`src/rtl/cpu_pkg.sv`:
```
// Shared constants, requester IDs and a register-address decode helper
// for the write-back path.
package cpu_pkg;

   localparam int DATA_W   = 8;
   localparam int ADDR_W   = 3;
   localparam int NUM_REGS = 8;

   typedef enum logic {
      REQ_ALU = 1'b0,
      REQ_LD  = 1'b1
   } req_id_e;

   function automatic logic [NUM_REGS-1:0] addr_dec(input logic [ADDR_W-1:0] addr);
      logic [NUM_REGS-1:0] mask;
      mask       = {NUM_REGS{1'b0}};
      mask[addr] = 1'b1;
      return mask;
   endfunction

endpackage

```
`src/rtl/regfile_wb_arbiter_if.sv`:
```
// Producer-side handshakes and the register-file write port of the
// write-back arbiter.
interface regfile_wb_arbiter_if;
   import cpu_pkg::*;

   logic              alu_valid;
   logic [ADDR_W-1:0] alu_addr;
   logic [DATA_W-1:0] alu_data;
   logic              alu_ready;
   logic              ld_valid;
   logic [ADDR_W-1:0] ld_addr;
   logic [DATA_W-1:0] ld_data;
   logic              ld_ready;
   logic              rf_write_en;
   logic [ADDR_W-1:0] rf_wr_addr;
   logic [DATA_W-1:0] rf_wr_data;

   modport master (
      output alu_valid, alu_addr, alu_data, ld_valid, ld_addr, ld_data,
      input  alu_ready, ld_ready, rf_write_en, rf_wr_addr, rf_wr_data
   );

   modport slave (
      input  alu_valid, alu_addr, alu_data, ld_valid, ld_addr, ld_data,
      output alu_ready, ld_ready, rf_write_en, rf_wr_addr, rf_wr_data
   );

endinterface

```
`src/rtl/rr_arbiter2.sv`:
```
// Two-requester round-robin arbiter with stall; req[0]/grant[0] is the ALU,
// req[1]/grant[1] the load path. The pointer names the preferred requester.
module rr_arbiter2
   import cpu_pkg::*;
(
   input  logic       clk,
   input  logic       rst_n,
   input  logic [1:0] req,
   input  logic       stall,
   output logic [1:0] grant
);

   req_id_e    ptr_r;
   logic [1:0] grant_s;

   // Grant selection: a lone requester always wins, contention follows the pointer.
   always_comb begin
      grant_s = 2'b00;
      if (stall) begin
         grant_s = 2'b00;
      end else begin
         case (req)
            2'b01:   grant_s = 2'b01;
            2'b10:   grant_s = 2'b10;
            2'b11:   grant_s = (ptr_r == REQ_LD) ? 2'b10 : 2'b01;
            default: grant_s = 2'b00;
         endcase
      end
   end

   // Pointer moves to the loser only after a contended grant.
   always_ff @(posedge clk or negedge rst_n) begin
      if (!rst_n) begin
         ptr_r <= REQ_ALU;
      end else if (!stall && (req == 2'b11)) begin
         ptr_r <= (ptr_r == REQ_ALU) ? REQ_LD : REQ_ALU;
      end else begin
         ptr_r <= ptr_r;
      end
   end

   assign grant = grant_s;

endmodule

```
`src/rtl/regfile_wb_arbiter.sv`:
```
// Write-back controller: arbitrates ALU and load results onto the single
// register-file write port and tracks pending destinations for hazard checks.
module regfile_wb_arbiter
   import cpu_pkg::*;
(
   input  logic                 clk,
   input  logic                 rst_n,
   regfile_wb_arbiter_if.slave  bus,
   input  logic                 wb_stall,
   input  logic                 alloc_en,
   input  logic [ADDR_W-1:0]    alloc_addr,
   input  logic [ADDR_W-1:0]    rd_addr1,
   input  logic [ADDR_W-1:0]    rd_addr2,
   output logic                 hazard1,
   output logic                 hazard2,
   output logic [NUM_REGS-1:0]  pending,
   output logic                 err_spurious
);

   logic [1:0]          grant_s;
   logic [ADDR_W-1:0]   sel_addr_s;
   logic [DATA_W-1:0]   sel_data_s;
   logic [NUM_REGS-1:0] set_mask_s;
   logic [NUM_REGS-1:0] clr_mask_s;

   logic                wr_en_r;
   logic [ADDR_W-1:0]   wr_addr_r;
   logic [DATA_W-1:0]   wr_data_r;
   logic [NUM_REGS-1:0] pending_r;
   logic                err_r;

   rr_arbiter2 u_arb (
      .clk   (clk),
      .rst_n (rst_n),
      .req   ({bus.ld_valid, bus.alu_valid}),
      .stall (wb_stall),
      .grant (grant_s)
   );

   // Route the winning requester's address and data to the port register.
   always_comb begin
      sel_addr_s = bus.alu_addr;
      sel_data_s = bus.alu_data;
      if (grant_s[1]) begin
         sel_addr_s = bus.ld_addr;
         sel_data_s = bus.ld_data;
      end else begin
         sel_addr_s = bus.alu_addr;
         sel_data_s = bus.alu_data;
      end
   end

   // Write port register: an accept in one cycle becomes a commit in the next.
   always_ff @(posedge clk or negedge rst_n) begin
      if (!rst_n) begin
         wr_en_r   <= 1'b0;
         wr_addr_r <= {ADDR_W{1'b0}};
         wr_data_r <= {DATA_W{1'b0}};
      end else if (|grant_s) begin
         wr_en_r   <= 1'b1;
         wr_addr_r <= sel_addr_s;
         wr_data_r <= sel_data_s;
      end else begin
         wr_en_r   <= 1'b0;
         wr_addr_r <= wr_addr_r;
         wr_data_r <= wr_data_r;
      end
   end

   // Scoreboard masks for this edge; OR-ing the set last lets a new allocation supersede a commit.
   always_comb begin
      set_mask_s = {NUM_REGS{1'b0}};
      clr_mask_s = {NUM_REGS{1'b0}};
      if (alloc_en) begin
         set_mask_s = addr_dec(alloc_addr);
      end else begin
         set_mask_s = {NUM_REGS{1'b0}};
      end
      if (wr_en_r) begin
         clr_mask_s = addr_dec(wr_addr_r);
      end else begin
         clr_mask_s = {NUM_REGS{1'b0}};
      end
   end

   // Pending vector and sticky spurious-commit flag.
   always_ff @(posedge clk or negedge rst_n) begin
      if (!rst_n) begin
         pending_r <= {NUM_REGS{1'b0}};
         err_r     <= 1'b0;
      end else begin
         pending_r <= (pending_r & ~clr_mask_s) | set_mask_s;
         if (wr_en_r && !pending_r[wr_addr_r]) begin
            err_r <= 1'b1;
         end else begin
            err_r <= err_r;
         end
      end
   end

   assign bus.alu_ready   = grant_s[0];
   assign bus.ld_ready    = grant_s[1];
   assign bus.rf_write_en = wr_en_r;
   assign bus.rf_wr_addr  = wr_addr_r;
   assign bus.rf_wr_data  = wr_data_r;
   assign pending         = pending_r;
   assign err_spurious    = err_r;
   assign hazard1         = pending_r[rd_addr1];
   assign hazard2         = pending_r[rd_addr2];

endmodule

```
`src/flat_wrapper.sv`:
```
// flat-port wrapper written by rule: the top's interface ports become plain ports
module regfile_wb_arbiter_flat import cpu_pkg::*;
  (clk, rst_n, wb_stall, alloc_en, alloc_addr, rd_addr1, rd_addr2, hazard1, hazard2, pending, err_spurious, bus_alu_valid, bus_alu_addr, bus_alu_data, bus_ld_valid, bus_ld_addr, bus_ld_data, bus_alu_ready, bus_ld_ready, bus_rf_write_en, bus_rf_wr_addr, bus_rf_wr_data);
  regfile_wb_arbiter_if bus_i ();
  input  logic clk;
  input  logic rst_n;
  input  logic wb_stall;
  input  logic alloc_en;
  input  logic [ADDR_W-1:0] alloc_addr;
  input  logic [ADDR_W-1:0] rd_addr1;
  input  logic [ADDR_W-1:0] rd_addr2;
  output logic hazard1;
  output logic hazard2;
  output logic [NUM_REGS-1:0] pending;
  output logic err_spurious;
  input wire logic [$bits(bus_i.alu_valid)-1:0] bus_alu_valid;
  input wire logic [$bits(bus_i.alu_addr)-1:0] bus_alu_addr;
  input wire logic [$bits(bus_i.alu_data)-1:0] bus_alu_data;
  input wire logic [$bits(bus_i.ld_valid)-1:0] bus_ld_valid;
  input wire logic [$bits(bus_i.ld_addr)-1:0] bus_ld_addr;
  input wire logic [$bits(bus_i.ld_data)-1:0] bus_ld_data;
  output wire logic [$bits(bus_i.alu_ready)-1:0] bus_alu_ready;
  output wire logic [$bits(bus_i.ld_ready)-1:0] bus_ld_ready;
  output wire logic [$bits(bus_i.rf_write_en)-1:0] bus_rf_write_en;
  output wire logic [$bits(bus_i.rf_wr_addr)-1:0] bus_rf_wr_addr;
  output wire logic [$bits(bus_i.rf_wr_data)-1:0] bus_rf_wr_data;
  assign bus_i.alu_valid = bus_alu_valid;
  assign bus_i.alu_addr = bus_alu_addr;
  assign bus_i.alu_data = bus_alu_data;
  assign bus_i.ld_valid = bus_ld_valid;
  assign bus_i.ld_addr = bus_ld_addr;
  assign bus_i.ld_data = bus_ld_data;
  assign bus_alu_ready = bus_i.alu_ready;
  assign bus_ld_ready = bus_i.ld_ready;
  assign bus_rf_write_en = bus_i.rf_write_en;
  assign bus_rf_wr_addr = bus_i.rf_wr_addr;
  assign bus_rf_wr_data = bus_i.rf_wr_data;
  regfile_wb_arbiter u_core (.clk(clk), .rst_n(rst_n), .bus(bus_i), .wb_stall(wb_stall), .alloc_en(alloc_en), .alloc_addr(alloc_addr), .rd_addr1(rd_addr1), .rd_addr2(rd_addr2), .hazard1(hazard1), .hazard2(hazard2), .pending(pending), .err_spurious(err_spurious));
endmodule
```
`config.mk`:
```
export PLATFORM = sky130hd
export DESIGN_NAME = regfile_wb_arbiter_flat
export DESIGN_NICKNAME = d
export VERILOG_FILES = /design/src/rtl/cpu_pkg.sv /design/src/rtl/regfile_wb_arbiter_if.sv /design/src/rtl/rr_arbiter2.sv /design/src/rtl/regfile_wb_arbiter.sv /design/src/flat_wrapper.sv
export SDC_FILE = /design/constraint.sdc
export NUM_CORES = 1
export LEC_CHECK = 0
export ABC_AREA = 1
export CORE_MARGIN = 5
export CORE_UTILIZATION = 43
export DETAILED_ROUTE_END_ITERATION = 6
export PLACE_DENSITY = 0.91
export SLEW_MARGIN = 25
export SYNTH_ARGS = -nofsm -noshare
export SYNTH_HDL_FRONTEND = slang
export SYNTH_HIERARCHICAL = 1
export SYNTH_SLANG_ARGS = --single-unit
```
`constraint.sdc`:
```
create_clock -name clk -period 2.1 [get_ports clk]
set_input_delay 0.315 -clock clk [delete_from_list [all_inputs] [get_ports clk]]
set_output_delay 0.315 -clock clk [all_outputs]
set_load 0.01 [all_outputs]
```
==> run summary <==
status: complete, no violations
Max-Cap Viols: 0
PnR worst setup slack: 0.137 ns
combinational power: 0.741 mW
Tmin final: 1.96 ns
Clk. pwr: 0.221 mW
Syn Nets: 211
WL final: 3160 um
Clock Skews: 0.00506 ns
Die X-Extent: 63.5 um
Gate Area: 571 um^2
critical path capture point type: primary output
flop count: 22
highest-power group: combinational logic
vias in the first global route: 1262
grt met3 use: 5.86%
MI comb cells: 128
Worst Hold Class: in2async
P_leak: 0.930 nW
top cell category: buffers
Post-Syn Area: 1230 um^2
Die ar.: 4030 um^2
met2 Usage GRT: 28.9%
Clock buf/inv share: 1.89%
antenna viol nets, final: 0
sequential power: 0.664 mW
1st-iter DRT viols: 55
clock sinks: 22
DRC violations left: 0
Worst Setup Start Kind: input pin
Comb pwr share: 45.6%
GP Congestion: 0.773
Highest Signal Layer: met4
sequential power share: 40.8%
synthesis area per yosys: 1230 um^2
clock-pin slew on the worst setup and hold paths: 0.11 ns
# diodes: 0
area occupied by registers: 551 um^2
PD cells: 847 nW/um^2
Layout Area Growth over Synthesis: 56.2%
TritonCTS clock tree: yes
sequential cell area share: 28.7%
NonClk Buf Share: 33.3%
Syn Area/Cell: 7.06 um^2
tool warnings: 26
GRT Max-Usage Layer: met2
Placed Area: 1880 um^2
Finished Cell Area: 1920 um^2
most frequent cells in the layout: 73 x nand2_1, 57 x clkdlybuf4s50_1, 22 x dfrtp_1, 19 x inv_1, 18 x o21ai_0
num rows: 19
unrepaired setup endpoints after global routing: false
Hold-fix buffers, CTS: 0
type of the worst setup path: in2out
global route overflow: 0
endpoints failing hold: 0
Fin Setup TNS: 0 ns
share of layout cells above drive strength 1: 5.44%
initial antenna violation count: 0
fmax: 0.509 GHz
DP Worst Slack: -0.00967 ns
most numerous logic cell after layout: nand2_1
post-layout util: 69.6%
hpwl dp: 2640 um
I/O pin count: 62
WL/cell: 11.7 um
Rel. slew slack: 70.3%
Die Y: 63.5 um
clock power share: 13.6%
Post-Layout Cell Count: 270
# port buffers: 61
Final #Nets: 277
post-placement cell count: 266
gr usage total: 16.4%
worst paths after layout:
kind                                      from                       end  slack, ns  cells past startpoint
max                               bus_ld_valid              bus_ld_ready       0.14                      4
min                                      rst_n  u_core/bus.rf_wr_data[3]       0.35                      2
max reg2reg                 u_core/u_arb/ptr_r  u_core/bus.rf_wr_addr[1]       0.67                      6
min reg2reg                u_core/err_spurious       u_core/err_spurious       0.48                      2
max in group asynchronous                rst_n         u_core/pending[0]       1.54                      2
min in group clk           u_core/err_spurious       u_core/err_spurious       0.48                      2
through the flow:
| stage | hold slack, ns | total power [mW] |
|---|---|---|
| 2_1_floorplan | 0.0194 | 0.998 |
| 3_3_place_gp | 0.450 | 1.41 |
| 3_5_place_dp | 0.458 | 1.43 |
| 4_1_cts | 0.343 | 1.65 |
| 5_1_grt | 0.359 | 1.77 |
| 6_report | 0.346 | 1.63 |
worst max-delay path, stage by stage:
cell             delay (ns)
clkdlybuf4s50_1        0.52
nand2_1                0.07
a21oi_1                0.17
clkdlybuf4s50_1        0.58
cell usage after synthesis, drive strengths merged:
cell type,number,area [um^2]
a21oi,6,30.0
buf,3,23.8
dfrtp,22,551
inv,21,83.8
nand2,74,280
nand3,16,85.1
nor2,8,40.0
o211ai,6,45.0
o21ai,18,90.1
cell families after synthesis:
family                 Yosys count  share of synthesized area [%]
AND/OR/NAND/NOR                 98                           33.0
buffers and inverters           24                           8.76
AND-OR/OR-AND                   30                           13.4
flip-flops                      22                           44.8
flip-flops by register name (all words and copies together), names as in the netlist:
| signal | flops |
|---|---|
| u_core/bus.rf_wr_addr | 3 |
| u_core/bus.rf_wr_data | 8 |
| u_core/bus.rf_write_en | 1 |
| u_core/err_spurious | 1 |
| u_core/pending | 8 |
| u_core/u_arb/ptr_r | 1 |
Fig. 1: port wiring
(4 px per um)
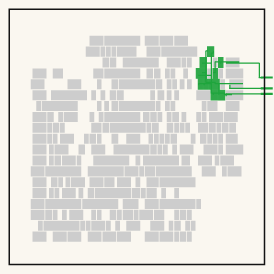
green -> `rd_addr2`  # bits 3, direction input, edge east, end cells 10, buffers 3, wire 88.5 um

Fig. 2: signal wires on met2
(8 px per um)
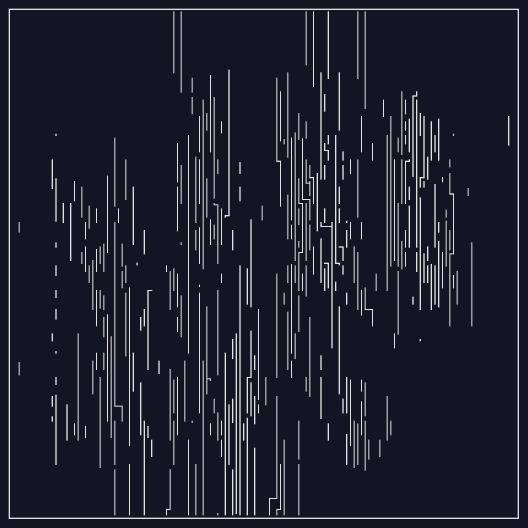
wire length on this layer = 1560 um
share of all routed wire = 49%
nets with wire on the layer = 227
main direction = vertical

No activity file was given, so power comes from the tool's default toggle rates.
